drive_strength.png
The bar under the picture is 20 µm long.
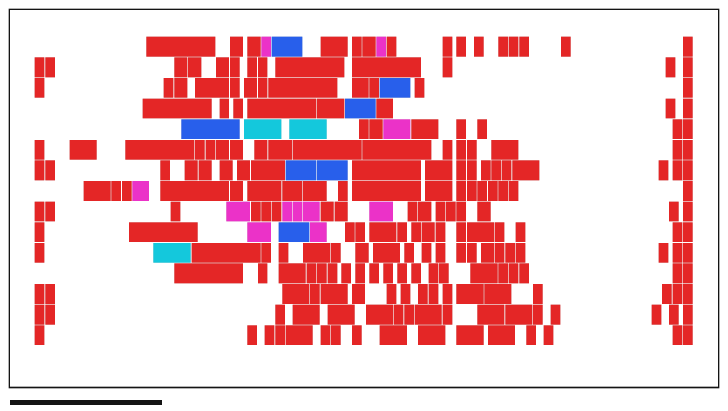
cell_classes.png
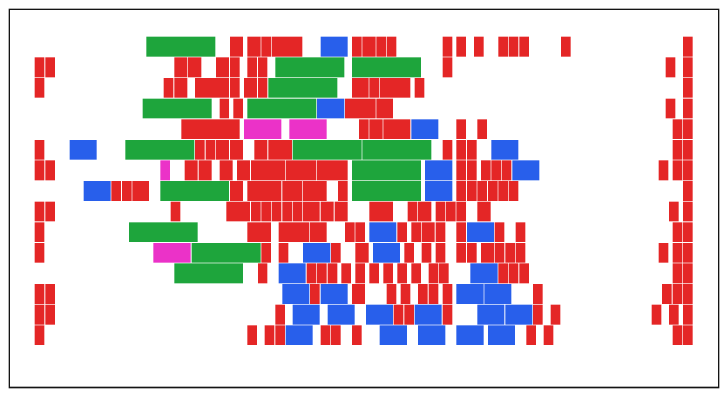
clock_map.png
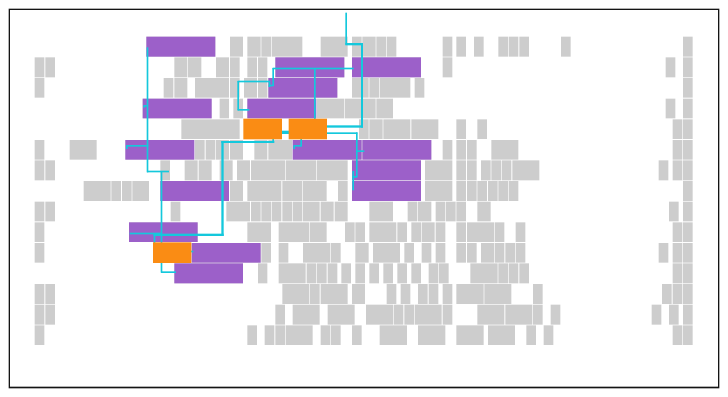
registers.png
The bar under the picture is 20 µm long.
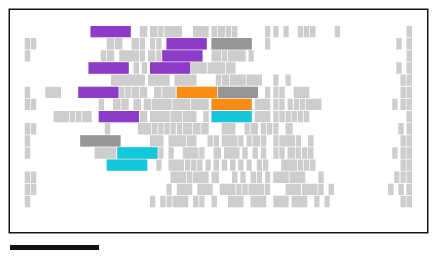
final_clocks.png
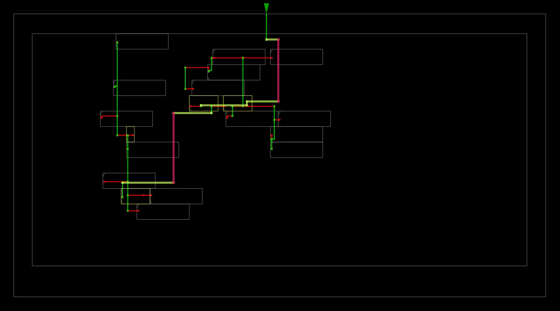
[src/rtl/pipeline_hazard_ctrl_if.sv]
// -----------------------------------------------------------------------------
// pipeline_hazard_ctrl_if
// Bundles the hazard-detection inputs and the pipeline-control outputs of
// pipeline_hazard_ctrl into a single interface.
//
// Modports:
//   master : pipeline side (decode/EX/MEM status in, controls back)
//   slave  : the hazard controller itself
//
// Signals (direction seen from the slave):
//   id_rs1, id_rs2, id_use_rs1, id_use_rs2  in   ID source-operand info
//   ex_memread, ex_rd                       in   load in EX and its destination
//   ex_branch_taken                         in   branch/jump resolved taken in EX
//   mem_req, mem_ack                        in   data-memory handshake
//   pc_en, *_kick_up                        out  PC / pipeline-register enables
//   if_id_flush, id_ex_flush                out  NOP / bubble strobes
//   mem_timeout                             out  sticky watchdog error
//   stall_cycles, flush_events              out  performance counters
//
// Parameter CNT_W must match the CNT_W of the connected controller.
// -----------------------------------------------------------------------------
interface pipeline_hazard_ctrl_if #(
  parameter int CNT_W = 32
);
  logic [4:0]       id_rs1;
  logic [4:0]       id_rs2;
  logic             id_use_rs1;
  logic             id_use_rs2;
  logic             ex_memread;
  logic [4:0]       ex_rd;
  logic             ex_branch_taken;
  logic             mem_req;
  logic             mem_ack;
  logic             pc_en;
  logic             if_id_kick_up;
  logic             id_ex_kick_up;
  logic             ex_mem_kick_up;
  logic             mem_wb_kick_up;
  logic             if_id_flush;
  logic             id_ex_flush;
  logic             mem_timeout;
  logic [CNT_W-1:0] stall_cycles;
  logic [CNT_W-1:0] flush_events;

  modport master (
    output id_rs1, id_rs2, id_use_rs1, id_use_rs2, ex_memread, ex_rd,
           ex_branch_taken, mem_req, mem_ack,
    input  pc_en, if_id_kick_up, id_ex_kick_up, ex_mem_kick_up, mem_wb_kick_up,
           if_id_flush, id_ex_flush, mem_timeout, stall_cycles, flush_events
  );

  modport slave (
    input  id_rs1, id_rs2, id_use_rs1, id_use_rs2, ex_memread, ex_rd,
           ex_branch_taken, mem_req, mem_ack,
    output pc_en, if_id_kick_up, id_ex_kick_up, ex_mem_kick_up, mem_wb_kick_up,
           if_id_flush, id_ex_flush, mem_timeout, stall_cycles, flush_events
  );
endinterface

[src/rtl/pipeline_hazard_ctrl.sv]
// -----------------------------------------------------------------------------
// pipeline_hazard_ctrl
// Sequencer for the PC and the IF/ID, ID/EX, EX/MEM, MEM/WB pipeline registers.
// Resolves load-use stalls, taken-branch flushes and multi-cycle data-memory
// waits. Control outputs are combinational from state and inputs.
//
// Ports:
//   clk    in  clock, rising edge
//   reset  in  asynchronous, active-high; forces every output to 0
//   bus    pipeline_hazard_ctrl_if.slave (hazard inputs, control outputs)
//
// Parameters:
//   FLUSH_CYCLES  IF/ID flush cycles after a taken branch (1..7)
//   MEM_TIMEOUT   MEM_WAIT cycles before mem_timeout sets; 0 disables it
//   CNT_W         performance counter width
//
// Build option: define PIPE_PERF_CNT_EN to implement the stall_cycles and
// flush_events counters; otherwise both ports are tied to 0.
// -----------------------------------------------------------------------------
module pipeline_hazard_ctrl #(
  parameter int FLUSH_CYCLES = 1,
  parameter int MEM_TIMEOUT  = 64,
  parameter int CNT_W        = 32
) (
  input  logic                  clk,
  input  logic                  reset,
  pipeline_hazard_ctrl_if.slave bus
);

  localparam logic [1:0] ST_RUN      = 2'd0;
  localparam logic [1:0] ST_FLUSH    = 2'd1;
  localparam logic [1:0] ST_MEM_WAIT = 2'd2;

  localparam int              WAIT_W      = (MEM_TIMEOUT > 0) ? $clog2(MEM_TIMEOUT + 1) : 1;
  localparam logic [2:0]      FLUSH_INIT  = 3'(FLUSH_CYCLES - 1);
  localparam logic            FLUSH_MULTI = (FLUSH_CYCLES > 1);
  localparam logic [WAIT_W-1:0] TIMEOUT_V = WAIT_W'(MEM_TIMEOUT);

  logic [1:0]        state_r, state_nxt_s;
  logic [1:0]        resume_r, resume_nxt_s;
  logic [1:0]        eff_state_s;
  logic [2:0]        flush_cnt_r, flush_cnt_nxt_s;
  logic [WAIT_W-1:0] wait_cnt_r, wait_cnt_nxt_s, wait_inc_s;
  logic              timeout_r, timeout_nxt_s;
  logic              freeze_s;
  logic              load_use_s;
  logic              pc_en_s, if_id_kick_s, id_ex_kick_s, back_kick_s;
  logic              if_id_flush_s, id_ex_flush_s;

  // Load-use: the load in EX writes a register the ID instruction reads (x0 never hazards).
  always_comb begin
    load_use_s = bus.ex_memread && (bus.ex_rd != 5'd0) &&
                 ((bus.id_use_rs1 && (bus.id_rs1 == bus.ex_rd)) ||
                  (bus.id_use_rs2 && (bus.id_rs2 == bus.ex_rd)));
  end

  // Saturating increment of the memory-wait counter.
  always_comb begin
    if (&wait_cnt_r) begin
      wait_cnt_inc_hold: wait_inc_s = wait_cnt_r;
    end else begin
      wait_inc_s = wait_cnt_r + WAIT_W'(1);
    end
  end

  // Next-state and control-output decode.
  always_comb begin
    state_nxt_s     = state_r;
    resume_nxt_s    = resume_r;
    flush_cnt_nxt_s = flush_cnt_r;
    wait_cnt_nxt_s  = {WAIT_W{1'b0}};
    timeout_nxt_s   = timeout_r;
    pc_en_s         = 1'b0;
    if_id_kick_s    = 1'b0;
    id_ex_kick_s    = 1'b0;
    back_kick_s     = 1'b0;
    if_id_flush_s   = 1'b0;
    id_ex_flush_s   = 1'b0;

    // In MEM_WAIT only the ack releases; once released, the saved state's rules apply.
    case (state_r)
      ST_RUN, ST_FLUSH: begin
        freeze_s    = bus.mem_req && !bus.mem_ack;
        eff_state_s = state_r;
      end
      ST_MEM_WAIT: begin
        freeze_s    = !bus.mem_ack;
        eff_state_s = resume_r;
      end
      default: begin
        freeze_s    = 1'b0;
        eff_state_s = ST_RUN;
      end
    endcase

    if (freeze_s) begin
      state_nxt_s = ST_MEM_WAIT;
      if (state_r == ST_MEM_WAIT) begin
        wait_cnt_nxt_s = wait_inc_s;
        if ((MEM_TIMEOUT != 0) && (wait_inc_s >= TIMEOUT_V)) begin
          timeout_nxt_s = 1'b1;
        end else begin
          timeout_nxt_s = timeout_r;
        end
      end else begin
        resume_nxt_s = state_r;
      end
    end else begin
      case (eff_state_s)
        ST_FLUSH: begin
          // Squash the ID instruction; branch and load-use inputs are ignored.
          pc_en_s       = 1'b1;
          if_id_kick_s  = 1'b1;
          id_ex_kick_s  = 1'b1;
          back_kick_s   = 1'b1;
          if_id_flush_s = 1'b1;
          if (flush_cnt_r <= 3'd1) begin
            state_nxt_s     = ST_RUN;
            flush_cnt_nxt_s = 3'd0;
          end else begin
            state_nxt_s     = ST_FLUSH;
            flush_cnt_nxt_s = flush_cnt_r - 3'd1;
          end
        end
        default: begin
          state_nxt_s  = ST_RUN;
          pc_en_s      = 1'b1;
          if_id_kick_s = 1'b1;
          id_ex_kick_s = 1'b1;
          back_kick_s  = 1'b1;
          if (bus.ex_branch_taken) begin
            if_id_flush_s = 1'b1;
            id_ex_flush_s = 1'b1;
            if (FLUSH_MULTI) begin
              state_nxt_s     = ST_FLUSH;
              flush_cnt_nxt_s = FLUSH_INIT;
            end else begin
              flush_cnt_nxt_s = 3'd0;
            end
          end else if (load_use_s) begin
            // Hold PC and IF/ID, inject a bubble into ID/EX; the load moves on.
            pc_en_s       = 1'b0;
            if_id_kick_s  = 1'b0;
            id_ex_flush_s = 1'b1;
          end else begin
            id_ex_flush_s = 1'b0;
          end
        end
      endcase
    end
  end

  // Controller state registers.
  always_ff @(posedge clk or posedge reset) begin
    if (reset) begin
      state_r     <= ST_RUN;
      resume_r    <= ST_RUN;
      flush_cnt_r <= 3'd0;
      wait_cnt_r  <= {WAIT_W{1'b0}};
      timeout_r   <= 1'b0;
    end else begin
      state_r     <= state_nxt_s;
      resume_r    <= resume_nxt_s;
      flush_cnt_r <= flush_cnt_nxt_s;
      wait_cnt_r  <= wait_cnt_nxt_s;
      timeout_r   <= timeout_nxt_s;
    end
  end

  // Outputs are forced low while reset is asserted.
  assign bus.pc_en          = pc_en_s       & ~reset;
  assign bus.if_id_kick_up  = if_id_kick_s  & ~reset;
  assign bus.id_ex_kick_up  = id_ex_kick_s  & ~reset;
  assign bus.ex_mem_kick_up = back_kick_s   & ~reset;
  assign bus.mem_wb_kick_up = back_kick_s   & ~reset;
  assign bus.if_id_flush    = if_id_flush_s & ~reset;
  assign bus.id_ex_flush    = id_ex_flush_s & ~reset;
  assign bus.mem_timeout    = timeout_r     & ~reset;

`ifdef PIPE_PERF_CNT_EN
  logic [CNT_W-1:0] stall_cnt_r;
  logic [CNT_W-1:0] flush_evt_r;
  logic             flush_evt_s;

  // A branch is accepted when it is decoded in RUN (or on release back to RUN).
  assign flush_evt_s = !freeze_s && (eff_state_s != ST_FLUSH) && bus.ex_branch_taken;

  // Saturating performance counters.
  always_ff @(posedge clk or posedge reset) begin
    if (reset) begin
      stall_cnt_r <= {CNT_W{1'b0}};
      flush_evt_r <= {CNT_W{1'b0}};
    end else begin
      if (!pc_en_s && !(&stall_cnt_r)) begin
        stall_cnt_r <= stall_cnt_r + CNT_W'(1);
      end else begin
        stall_cnt_r <= stall_cnt_r;
      end
      if (flush_evt_s && !(&flush_evt_r)) begin
        flush_evt_r <= flush_evt_r + CNT_W'(1);
      end else begin
        flush_evt_r <= flush_evt_r;
      end
    end
  end

  assign bus.stall_cycles = stall_cnt_r;
  assign bus.flush_events = flush_evt_r;
`else
  assign bus.stall_cycles = {CNT_W{1'b0}};
  assign bus.flush_events = {CNT_W{1'b0}};
`endif

endmodule

[src/flat_wrapper.sv]
// flat-port wrapper written by rule: the top's interface ports become plain ports
module pipeline_hazard_ctrl_flat 
#(
  parameter int FLUSH_CYCLES = 1,
  parameter int MEM_TIMEOUT  = 64,
  parameter int CNT_W        = 32
)
  (clk, reset, bus_id_rs1, bus_id_rs2, bus_id_use_rs1, bus_id_use_rs2, bus_ex_memread, bus_ex_rd, bus_ex_branch_taken, bus_mem_req, bus_mem_ack, bus_pc_en, bus_if_id_kick_up, bus_id_ex_kick_up, bus_ex_mem_kick_up, bus_mem_wb_kick_up, bus_if_id_flush, bus_id_ex_flush, bus_mem_timeout, bus_stall_cycles, bus_flush_events);
  pipeline_hazard_ctrl_if #(.CNT_W(CNT_W)) bus_i ();
  input  logic clk;
  input  logic reset;
  input wire logic [$bits(bus_i.id_rs1)-1:0] bus_id_rs1;
  input wire logic [$bits(bus_i.id_rs2)-1:0] bus_id_rs2;
  input wire logic [$bits(bus_i.id_use_rs1)-1:0] bus_id_use_rs1;
  input wire logic [$bits(bus_i.id_use_rs2)-1:0] bus_id_use_rs2;
  input wire logic [$bits(bus_i.ex_memread)-1:0] bus_ex_memread;
  input wire logic [$bits(bus_i.ex_rd)-1:0] bus_ex_rd;
  input wire logic [$bits(bus_i.ex_branch_taken)-1:0] bus_ex_branch_taken;
  input wire logic [$bits(bus_i.mem_req)-1:0] bus_mem_req;
  input wire logic [$bits(bus_i.mem_ack)-1:0] bus_mem_ack;
  output wire logic [$bits(bus_i.pc_en)-1:0] bus_pc_en;
  output wire logic [$bits(bus_i.if_id_kick_up)-1:0] bus_if_id_kick_up;
  output wire logic [$bits(bus_i.id_ex_kick_up)-1:0] bus_id_ex_kick_up;
  output wire logic [$bits(bus_i.ex_mem_kick_up)-1:0] bus_ex_mem_kick_up;
  output wire logic [$bits(bus_i.mem_wb_kick_up)-1:0] bus_mem_wb_kick_up;
  output wire logic [$bits(bus_i.if_id_flush)-1:0] bus_if_id_flush;
  output wire logic [$bits(bus_i.id_ex_flush)-1:0] bus_id_ex_flush;
  output wire logic [$bits(bus_i.mem_timeout)-1:0] bus_mem_timeout;
  output wire logic [$bits(bus_i.stall_cycles)-1:0] bus_stall_cycles;
  output wire logic [$bits(bus_i.flush_events)-1:0] bus_flush_events;
  assign bus_i.id_rs1 = bus_id_rs1;
  assign bus_i.id_rs2 = bus_id_rs2;
  assign bus_i.id_use_rs1 = bus_id_use_rs1;
  assign bus_i.id_use_rs2 = bus_id_use_rs2;
  assign bus_i.ex_memread = bus_ex_memread;
  assign bus_i.ex_rd = bus_ex_rd;
  assign bus_i.ex_branch_taken = bus_ex_branch_taken;
  assign bus_i.mem_req = bus_mem_req;
  assign bus_i.mem_ack = bus_mem_ack;
  assign bus_pc_en = bus_i.pc_en;
  assign bus_if_id_kick_up = bus_i.if_id_kick_up;
  assign bus_id_ex_kick_up = bus_i.id_ex_kick_up;
  assign bus_ex_mem_kick_up = bus_i.ex_mem_kick_up;
  assign bus_mem_wb_kick_up = bus_i.mem_wb_kick_up;
  assign bus_if_id_flush = bus_i.if_id_flush;
  assign bus_id_ex_flush = bus_i.id_ex_flush;
  assign bus_mem_timeout = bus_i.mem_timeout;
  assign bus_stall_cycles = bus_i.stall_cycles;
  assign bus_flush_events = bus_i.flush_events;
  pipeline_hazard_ctrl #(.FLUSH_CYCLES(FLUSH_CYCLES), .MEM_TIMEOUT(MEM_TIMEOUT), .CNT_W(CNT_W)) u_core (.clk(clk), .reset(reset), .bus(bus_i));
endmodule
[config.mk]
export PLATFORM = sky130hd
export DESIGN_NAME = pipeline_hazard_ctrl_flat
export DESIGN_NICKNAME = d
export VERILOG_FILES = /design/src/rtl/pipeline_hazard_ctrl_if.sv /design/src/rtl/pipeline_hazard_ctrl.sv /design/src/flat_wrapper.sv
export SDC_FILE = /design/constraint.sdc
export NUM_CORES = 1
export LEC_CHECK = 0
export ABC_AREA = 1
export CORE_ASPECT_RATIO = 0.5
export CORE_MARGIN = 3
export CORE_UTILIZATION = 41
export DETAILED_ROUTE_END_ITERATION = 10
export PLACE_DENSITY = 0.89
export SYNTH_ARGS = -nofsm -noshare
export SYNTH_HDL_FRONTEND = slang
export SYNTH_SLANG_ARGS = --single-unit
[constraint.sdc]
create_clock -name clk -period 3.71 [get_ports clk]
set_clock_uncertainty 0.15 [all_clocks]
set_input_delay 0.5565 -clock clk [delete_from_list [all_inputs] [get_ports clk]]
set_output_delay 0.5565 -clock clk [all_outputs]
set_load 0.02 [all_outputs]
==> results.json <==
{
  "edf_count": 0,
  "yosysCellCount": 221,
  "min_path_type": "reg2reg",
  "p_int_uw": 288.5,
  "critPathKind": "in2out",
  "comb_area_share_pct": 46.67,
  "die_width_um": 93.45,
  "place_congestion": 0.8292,
  "cp_data_arrival_time_ns": 2.38,
  "nonClkBufAreaFrac_pct": 17.56,
  "p_switching_uw": 160.9,
  "syn2layout_area_growth_pct": 9.098,
  "finalNetCount": 278,
  "tightest_slew_ns": 0.5356,
  "top_register": "u_core.wait_cnt_r",
  "yosysSeqAreaShare_pct": 23.94,
  "startpoint_type": "input pin",
  "vias": 1168,
  "io_pins": 95,
  "synth.distinct_cells": 22,
  "path_max_fanout": 5,
  "ys_area_um2": 1568,
  "pwr-share-seq_pct": 37.6,
  "largest_reg_flops": 7,
  "synth-main-ff-cell": "dfrtp_1",
  "critPathCapture": "bus_if_id_kick_up",
  "io_buffers": 30,
  "clkPwrFrac_pct": 27.8,
  "yosys_warnings": 0,
  "antenna_left": 0,
  "synth.avg_cell_area_um2": 7.094,
  "final_common_cell": "conb_1",
  "clk_pin_slew_worst_paths_ns": 0.05,
  "initCoreUtil_pct": 44.20,
  "post-cts-setup-buffers": 0,
  "maxPowerGroup": "sequential cells",
  "antennaDiodeCount": 0,
  "dpl_cell_area_um2": 1665,
  "cp_slowest_cell": "clkdlybuf4s50_1",
  "clk_share_pct": 2.634,
  "clock-root-buffer": "clkbuf_8",
  "overflow": 0,
  "hold_viol": 0,
  "timing.rr.start": "u_core.wait_cnt_r[0]$_DFF_PP0_",
  "cts_tree": "built",
  "yosys.area.top_type_share_pct": 32.08,
  "powerComb_uw": 156,
  "cp_top_family": "buffers and inverters",
  "p_clk_uw": 125,
  "detailedRoute.firstIterationViolations": 27,
  "yosys-top-cells-area": "buf_4, dfrtp_1, nand2_1",
  "cp.depth": 9,
  "synthCells": 221,
  "holdPathEnd": "u_core.timeout_r$_DFFE_PP0P_",
  "seq-cell-share_pct": 21.95,
  "logic_gate_count": 168,
  "grt_pass1_wl_mm": 4.409,
  "yosysMostFrequentCell": "buf_4",
  "sequentialPower_uw": 169,
  "seqCellArea_um2": 375.4,
  "ir_drop_mv": 0.1644,
  "outcome": "finished, final reports clean",
  "reg2reg_setup_slack_ns": 2.16,
  "chipArea_um2": 4647,
  "p_leak_uw": 0.0009480,
  "coreArea_um2": 3547,
  "warnings": 27,
  "critPathRequiredTime_ns": 3.00,
  "reg.largest.list": "u_core.wait_cnt_r: 7 flops, u_core.flush_cnt_r: 3 flops",
  "mostFrequentLayoutCells": "conb_1, nand2_1, inv_1, clkdlybuf4s50_1, nor2_1",
  "n_all_buffers": 30,
  "drc": 0,
  "antenna_found_initial": 0,
  "worstSetupEndpointType": "output pin",
  "drt_wl_total_mm": 2.768,
  "fin_setup_tns_ns": 0,
  "grt_pass1_vias": 1055,
  "nWellTaps": 51,
  "via_per_inst": 3.868,
  "first_pass_iters": 4,
  "period_used_pct": 83.23,
  "rsz0062_at_grt": "false",
  "final_max_slew_viol_count": 0
}
About drive_strength.png:
| color | size | cells |
|---|---|---|
| magenta | drive 2 | 11 |
| blue | drive 3 to 4 | 7 |
| red | drive 1 or less | 230 |
| cyan | drive 6 and up | 3 |

About cell_classes.png:
| color | class | cells |
|---|---|---|
| magenta | clock drivers and dummy loads | 4 |
| blue | other buffers and delay cells | 30 |
| red | all other logic | 202 |
| green | flops | 15 |

About clock_map.png:
[cyan] clock wires | length: 165 µm
[orange] cells driving clock nets | count: 3
[purple] flip-flops | count: 15
routed clock nets: 4

About registers.png:
| color | name in the netlist | placed flops |
|---|---|---|
| orange | u_core.state_r | 2 |
| purple | u_core.wait_cnt_r | 7 |
| cyan | u_core.flush_cnt_r | 3 |
not colored: 3

About final_clocks.png:
seq_cells: 15
cts bufs inserted: 3
Late-Pin Clk Latency: 0.24 ns
clkbuf count: 4
Sink Count: 15

## per-layer routing
metal	routed length (µm)	GRT usage, %
met4	23	2.920
met1	969	11.39
met2	1543	25.09
met5	0	0
met3	232	2.439
## stage by stage
stage	setup WS (ns)	utilization (%)	power, µW	std cells	hold WS, ns
floorplan	1.508	-	333.8	284	0.2896
global placement	0.6902	46.95	322.4	298	0.3120
detailed placement	0.6439	46.95	325.9	298	0.3109
CTS	0.6307	48.22	452.7	302	0.3320
global route	0.4464	48.22	475.1	302	0.3483
finish	0.6223	48.22	449.4	302	0.3248
## cells by family after synthesis
logic type                 count (synthesis)  synth area share, %
AOI/OAI and AO/OA                         20                7.423
xor gates and xnor gates                   2                1.118
adders and majority gates                  3                2.395
buffers and inverters                    101                40.22
DFF                                       15                23.94
other                                      1               0.2392
and+or+nand+nor                           79                24.66
Power is estimated from default activity; no workload was simulated.
